### src/rtl/array_scan_pkg.sv
// ============================================================================
// Module      : array_scan_pkg
// Description : Shared definitions for the array scan reader: default
//               geometry, scan FSM state encoding, the value set that flags
//               a scanned entry, and the two value sets used by the optional
//               first-pair check (ARRAY_SCAN_PAIR_CHECK_EN).
// Revision    : 1.0 - initial release
// ============================================================================
`default_nettype none

package array_scan_pkg;

  localparam int DEFAULT_DEPTH = 16;
  localparam int DEFAULT_WIDTH = 8;

  typedef enum logic [2:0] {
    ST_IDLE    = 3'd0,
    ST_ISSUE   = 3'd1,
    ST_CAPTURE = 3'd2,
    ST_PRESENT = 3'd3,
    ST_FINISH  = 3'd4
  } state_e;

  // Entries whose value is in this set are presented with out_match=1.
  localparam int MATCH_SET_SIZE = 5;
  localparam int MATCH_SET [MATCH_SET_SIZE] = '{0, 10, 20, 30, 40};

  // First-pair check: entry 0 must be in PAIR0_SET, entry 1 in PAIR1_SET.
  localparam int PAIR_SET_SIZE = 2;
  localparam int PAIR0_SET [PAIR_SET_SIZE] = '{0, 1};
  localparam int PAIR1_SET [PAIR_SET_SIZE] = '{2, 3};

endpackage

`default_nettype wire

### src/rtl/set_match.sv
// ============================================================================
// Module      : set_match
// Description : Combinational set membership test. o_hit is high when
//               i_value equals any of the N WIDTH-bit entries in i_set.
// Ports       : i_value - value under test
//               i_set   - packed list of N set members
//               o_hit   - 1 when i_value is a member
// Revision    : 1.0 - initial release
// ============================================================================
`default_nettype none

module set_match #(
  parameter int WIDTH = 8,
  parameter int N     = 1
) (
  input  logic [WIDTH-1:0]        i_value,
  input  logic [N-1:0][WIDTH-1:0] i_set,
  output logic                    o_hit
);

  always_comb begin
    o_hit = 1'b0;
    for (int i = 0; i < N; i++) begin
      if (i_value == i_set[i]) begin
        o_hit = 1'b1;
      end
    end
  end

endmodule

`default_nettype wire

### src/rtl/array_scan_reader.sv
// ============================================================================
// Module      : array_scan_reader
// Description : Scans array entries 0..DEPTH-1 on request. Each entry is
//               read (ISSUE), captured one cycle later (CAPTURE) and held on
//               a valid/ready output (PRESENT) together with a flag telling
//               whether it belongs to the match set. Matches accepted
//               downstream are counted; done pulses once per scan.
//               Optional macro ARRAY_SCAN_PAIR_CHECK_EN adds output
//               pair_match, registered at scan end from entries 0 and 1.
// Ports       : clk, rst (async, active low)
//               start                      - scan request (ignored when busy)
//               rd_en, rd_addr, rd_data    - array read port (1-cycle latency)
//               out_valid, out_ready,
//               out_data, out_match        - scanned entry stream
//               busy, done, match_count    - status
//               pair_match                 - only with ARRAY_SCAN_PAIR_CHECK_EN
// Revision    : 1.0 - initial release
// ============================================================================
`default_nettype none

module array_scan_reader
  import array_scan_pkg::*;
#(
  parameter int DEPTH = DEFAULT_DEPTH,
  parameter int WIDTH = DEFAULT_WIDTH
) (
  input  logic                     clk,
  input  logic                     rst,
  input  logic                     start,
  output logic                     rd_en,
  output logic [$clog2(DEPTH)-1:0] rd_addr,
  input  logic [WIDTH-1:0]         rd_data,
  output logic                     out_valid,
  input  logic                     out_ready,
  output logic [WIDTH-1:0]         out_data,
  output logic                     out_match,
  output logic                     busy,
  output logic                     done,
`ifdef ARRAY_SCAN_PAIR_CHECK_EN
  output logic                     pair_match,
`endif
  output logic [$clog2(DEPTH):0]   match_count
);

  localparam int              AW        = $clog2(DEPTH);
  localparam logic [AW-1:0]   LAST_PTR  = AW'(DEPTH - 1);
  localparam logic [AW:0]     MAX_COUNT = (AW + 1)'(DEPTH);

  state_e            state_q, state_d;
  logic [AW-1:0]     ptr_q,   ptr_d;
  logic [AW:0]       count_q, count_d;
  logic [WIDTH-1:0]  data_q,  data_d;
  logic              match_q, match_d;

  // --------------------------------------------------------------------------
  // Match-set membership of the incoming read data
  // --------------------------------------------------------------------------
  logic [MATCH_SET_SIZE-1:0][WIDTH-1:0] match_set;
  logic                                 rd_hit;

  for (genvar gi = 0; gi < MATCH_SET_SIZE; gi++) begin : g_match_set
    assign match_set[gi] = WIDTH'(MATCH_SET[gi]);
  end

  set_match #(
    .WIDTH (WIDTH),
    .N     (MATCH_SET_SIZE)
  ) u_match (
    .i_value (rd_data),
    .i_set   (match_set),
    .o_hit   (rd_hit)
  );

  wire handshake = (state_q == ST_PRESENT) && out_ready;
  wire accept    = (state_q == ST_IDLE) && start;

`ifdef ARRAY_SCAN_PAIR_CHECK_EN
  // --------------------------------------------------------------------------
  // First-pair check: entry 0 / entry 1 membership is sampled as each is
  // captured and combined into pair_match when the scan finishes.
  // --------------------------------------------------------------------------
  logic [PAIR_SET_SIZE-1:0][WIDTH-1:0] pair0_set, pair1_set;
  logic pair0_hit, pair1_hit;
  logic pair0_q, pair0_d;
  logic pair1_q, pair1_d;
  logic pair_q,  pair_d;

  for (genvar gp = 0; gp < PAIR_SET_SIZE; gp++) begin : g_pair_set
    assign pair0_set[gp] = WIDTH'(PAIR0_SET[gp]);
    assign pair1_set[gp] = WIDTH'(PAIR1_SET[gp]);
  end

  set_match #(
    .WIDTH (WIDTH),
    .N     (PAIR_SET_SIZE)
  ) u_pair0 (
    .i_value (rd_data),
    .i_set   (pair0_set),
    .o_hit   (pair0_hit)
  );

  set_match #(
    .WIDTH (WIDTH),
    .N     (PAIR_SET_SIZE)
  ) u_pair1 (
    .i_value (rd_data),
    .i_set   (pair1_set),
    .o_hit   (pair1_hit)
  );

  always_comb begin
    pair0_d = pair0_q;
    pair1_d = pair1_q;
    pair_d  = pair_q;
    if (accept) begin
      pair0_d = 1'b0;
      pair1_d = 1'b0;
      pair_d  = 1'b0;
    end
    if (state_q == ST_CAPTURE && ptr_q == AW'(0)) begin
      pair0_d = pair0_hit;
    end
    if (state_q == ST_CAPTURE && ptr_q == AW'(1)) begin
      pair1_d = pair1_hit;
    end
    if (state_q == ST_FINISH) begin
      pair_d = pair0_q & pair1_q;
    end
  end

  always_ff @(posedge clk or negedge rst) begin
    if (!rst) begin
      pair0_q <= 1'b0;
      pair1_q <= 1'b0;
      pair_q  <= 1'b0;
    end else begin
      pair0_q <= pair0_d;
      pair1_q <= pair1_d;
      pair_q  <= pair_d;
    end
  end

  assign pair_match = pair_q;
`endif

  // --------------------------------------------------------------------------
  // Scan FSM: next state and datapath updates
  // --------------------------------------------------------------------------
  always_comb begin
    state_d = state_q;
    ptr_d   = ptr_q;
    count_d = count_q;
    data_d  = data_q;
    match_d = match_q;

    case (state_q)
      ST_IDLE: begin
        if (start) begin
          state_d = ST_ISSUE;
          ptr_d   = '0;
          count_d = '0;
        end
      end
      ST_ISSUE: begin
        state_d = ST_CAPTURE;
      end
      ST_CAPTURE: begin
        data_d  = rd_data;
        match_d = rd_hit;
        state_d = ST_PRESENT;
      end
      ST_PRESENT: begin
        if (handshake) begin
          // Saturation guard only; a full scan of matches reaches DEPTH exactly.
          if (match_q && count_q != MAX_COUNT) begin
            count_d = count_q + 1'b1;
          end
          ptr_d   = ptr_q + 1'b1;
          state_d = (ptr_q == LAST_PTR) ? ST_FINISH : ST_ISSUE;
        end
      end
      ST_FINISH: begin
        state_d = ST_IDLE;
      end
      default: begin
        state_d = ST_IDLE;
      end
    endcase
  end

  always_ff @(posedge clk or negedge rst) begin
    if (!rst) begin
      state_q <= ST_IDLE;
      ptr_q   <= '0;
      count_q <= '0;
      data_q  <= '0;
      match_q <= 1'b0;
    end else begin
      state_q <= state_d;
      ptr_q   <= ptr_d;
      count_q <= count_d;
      data_q  <= data_d;
      match_q <= match_d;
    end
  end

  // Outputs decode straight from registered state so reset clears them at once.
  assign rd_en       = (state_q == ST_ISSUE);
  assign rd_addr     = ptr_q;
  assign out_valid   = (state_q == ST_PRESENT);
  assign out_data    = data_q;
  assign out_match   = match_q;
  assign busy        = (state_q != ST_IDLE);
  assign done        = (state_q == ST_FINISH);
  assign match_count = count_q;

endmodule

`default_nettype wire

### config.mk
export PLATFORM = sky130hd
export DESIGN_NAME = array_scan_reader
export DESIGN_NICKNAME = d
export VERILOG_FILES = /design/src/rtl/array_scan_pkg.sv /design/src/rtl/set_match.sv /design/src/rtl/array_scan_reader.sv
export SDC_FILE = /design/constraint.sdc
export NUM_CORES = 1
export LEC_CHECK = 0
export ABC_CLOCK_PERIOD_IN_PS = 1800
export CELL_PAD_IN_SITES_DETAIL_PLACEMENT = 1
export CELL_PAD_IN_SITES_GLOBAL_PLACEMENT = 2
export CORE_ASPECT_RATIO = 0.8
export CORE_MARGIN = 1.5
export CORE_UTILIZATION = 29
export CTS_BUF_LIST = sky130_fd_sc_hd__clkbuf_8
export DETAILED_ROUTE_END_ITERATION = 6
export PLACE_DENSITY_LB_ADDON = 0.12
export SYNTH_ARGS = -nofsm -noshare
export SYNTH_HDL_FRONTEND = slang
export SYNTH_SLANG_ARGS = --single-unit
### constraint.sdc
create_clock -name clk -period 1.8 [get_ports clk]
set_input_delay 0.36 -clock clk [delete_from_list [all_inputs] [get_ports clk]]
set_output_delay 0.36 -clock clk [all_outputs]
set_load 0.02 [all_outputs]
==> results.txt <==
yosys + openroad results -> status=finished, final reports clean, TritonCTS clock tree=built, CTS Root Cell=clkbuf_8, I/O pin count=34, Area Growth Syn to Fin=44.5%, Port Buf Inserts=33, dominant logic cell type in the layout=clkdlybuf4s50_1, leakage=0.639 nW, RR Startpoint=state_q[0]$_DFFE_PN0P_, R2R setup slack=0.14 ns, combinational share of cell area=32.1%, Reg area=526 µm², GR Overflow Total=0, Most used DFF post-synth=dfrtp_1, Hold Path Class=in -> async, core box area=3450 µm², die area=4010 µm², Critical Path Source Type=flip-flop, Slew Limit Fails=0, CLK BUF=3, largest net degree at the start of global routing=22, most frequent cells in the layout=clkdlybuf4s50_1 (28), dfrtp_1 (21), buf_4 (10), mi-comb count=65, GRT Util Overall=13.9%, WP depth=1, clk_skew=0.00298 ns, Chip Width=70.4 µm, area share, top type=49.8%, async set-reset flop share out of synthesis=100%, CTS HTree Levels=1, Crit. Startpoint=match_count[0]$_DFFE_PN0P_, post-synthesis net count=108, met2 usage=21.3%, inverters=3, RSZ-0062 raised after global routing=false, Worst-path clk slew=0.08 ns, worst path bufs/invs=1, Die Ht=56.9 µm, met1 Resource Use GR=19.6%, # DRC=0, vias per cell=4.82, FFs & Latches=21, Req. time, crit path=1.44 ns, Final nets=152, fp util=30.6%, first-pass GRT wire length=4.42 mm, mapped cell area=1050 µm², Yosys Chip Area=1050 µm², Synth Seq Share=49.8%, number of non-clock buffers=43, clk sinks=21, power per cell area=1610 nW/µm², Num CTS Buffers=3, Synth area leader=dfrtp_1, share of layout cells above drive strength 1=22.8%, Top Layer Used=met4, Final Setup Violations=0, Max stage delay on crit path=0.65 ns, DRT iter0 DRCs=13, Max Cap Viol=0, endpoint class of the critical path=output pin, Slowest-stage cell, CP=clkdlybuf4s50_1, met3 usage=4.42%, fraction of area in non-clock buffers=26.2%, vias in the first global route=921, top-count cell post-synth=dfrtp_1, Synth Warn #=0, Reg2Reg Depth=6, final hold vios=0, clk buf depth=2, Total Power=2.46 mW, Reg-to-Reg End=match_count[0]$_DFFE_PN0P_, kind of critical path=reg -> out, total negative slack=0 ns, distinct lib cells=35, Max-slew headroom=69.0%, # Taps=42, critical path capture point=match_count[0], later-pin clock latency in the skew report=0.26 ns, Post-synth EDFFs=0, CP Cell Sequence=clkdlybuf4s50_1, crit share post-route=96.3%, ranking of synthesized cells by area=dfrtp_1 (50%), mux2_2 (8.5%), ha_1 (3.6%), met3 wire length=125 µm
per-stage QoR:
| stage | cells | area (µm²) | setup WS [ns] | hold slack (ns) |
|---|---|---|---|---|
| after global routing | 178 | 1520 | 0.0375 | 0.467 |
| after floorplan | 93 | 1050 | 0.326 | 0.0644 |
| after CTS | 178 | 1530 | 0.0203 | 0.462 |
| after global placement | 174 | 1480 | 0.0447 | 0.489 |
| after detailed placement | 174 | 1480 | 0.00328 | 0.496 |
| final | 178 | 1520 | 0.0674 | 0.453 |
kinds of logic (layout without fill, tap and decap cells):
group                      count (synthesis)  count (layout)  synth area share, %
muxes                                      9               9                 9.96
and+or+nand+nor                           31              31                 17.7
adders and majority gates                  3               3                 3.56
DFF                                       21              21                 49.8
AOI/OAI and AO/OA                         19              19                 12.7
xor gates and xnor gates                   3               3                 2.49
buffers and inverters                      7              50                 3.80
registers in the layout, indices dropped and copies added (netlist names):
| signal | flops |
|---|---|
| rd_addr | 4 |
| out_match | 1 |
| state_q | 3 |
| match_count | 5 |
| out_data | 8 |
worst reg2reg max path, stage by stage (launching register included):
cell and delay [ns]:
dfrtp_1 0.38, buf_4 0.14, buf_4 0.15, nor4b_4 0.35, nor2_2 0.07, a21o_1 0.20
mux2_4 0.26
where the power goes:
part           internal (mW)  leakage, nW  total [mW]  switching, mW
Clock                  0.154       0.0255       0.308          0.154
Combinational          0.678        0.352        1.33          0.648
Sequential             0.659        0.261       0.825          0.166
what timing repair did:
action	4_1_cts	5_1_grt
setup buffers	0	0
cloned	0	0
resized	6	2
endpoints found under the setup margin	4	2
==> images/met1.png <==
The bar under the picture is 20 µm long.
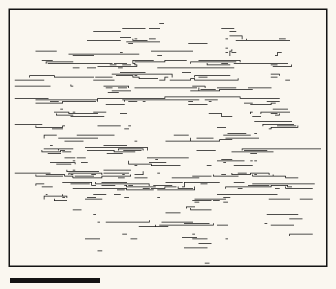
- nets with wire on the layer: 126
- longest straight run: 17.5 µm
- main direction: horizontal
- wire length on this layer: 1250 µm
- share of all routed wire: 49%

==> images/met2.png <==
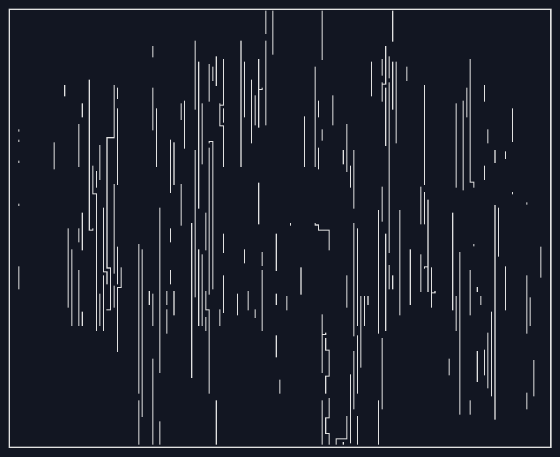
- wire length on this layer: 1170 µm
- nets with wire on the layer: 135
- share of all routed wire: 46%

==> images/met3.png <==
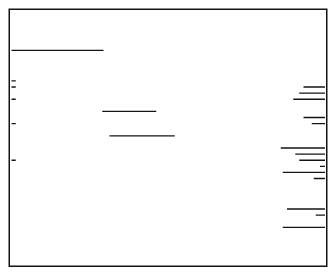
- wire length on this layer: 126 µm
- share of all routed wire: 4.9%
via count: 858
Total Wirelength: 2.56 mm

Power and IR drop assume default switching activity.
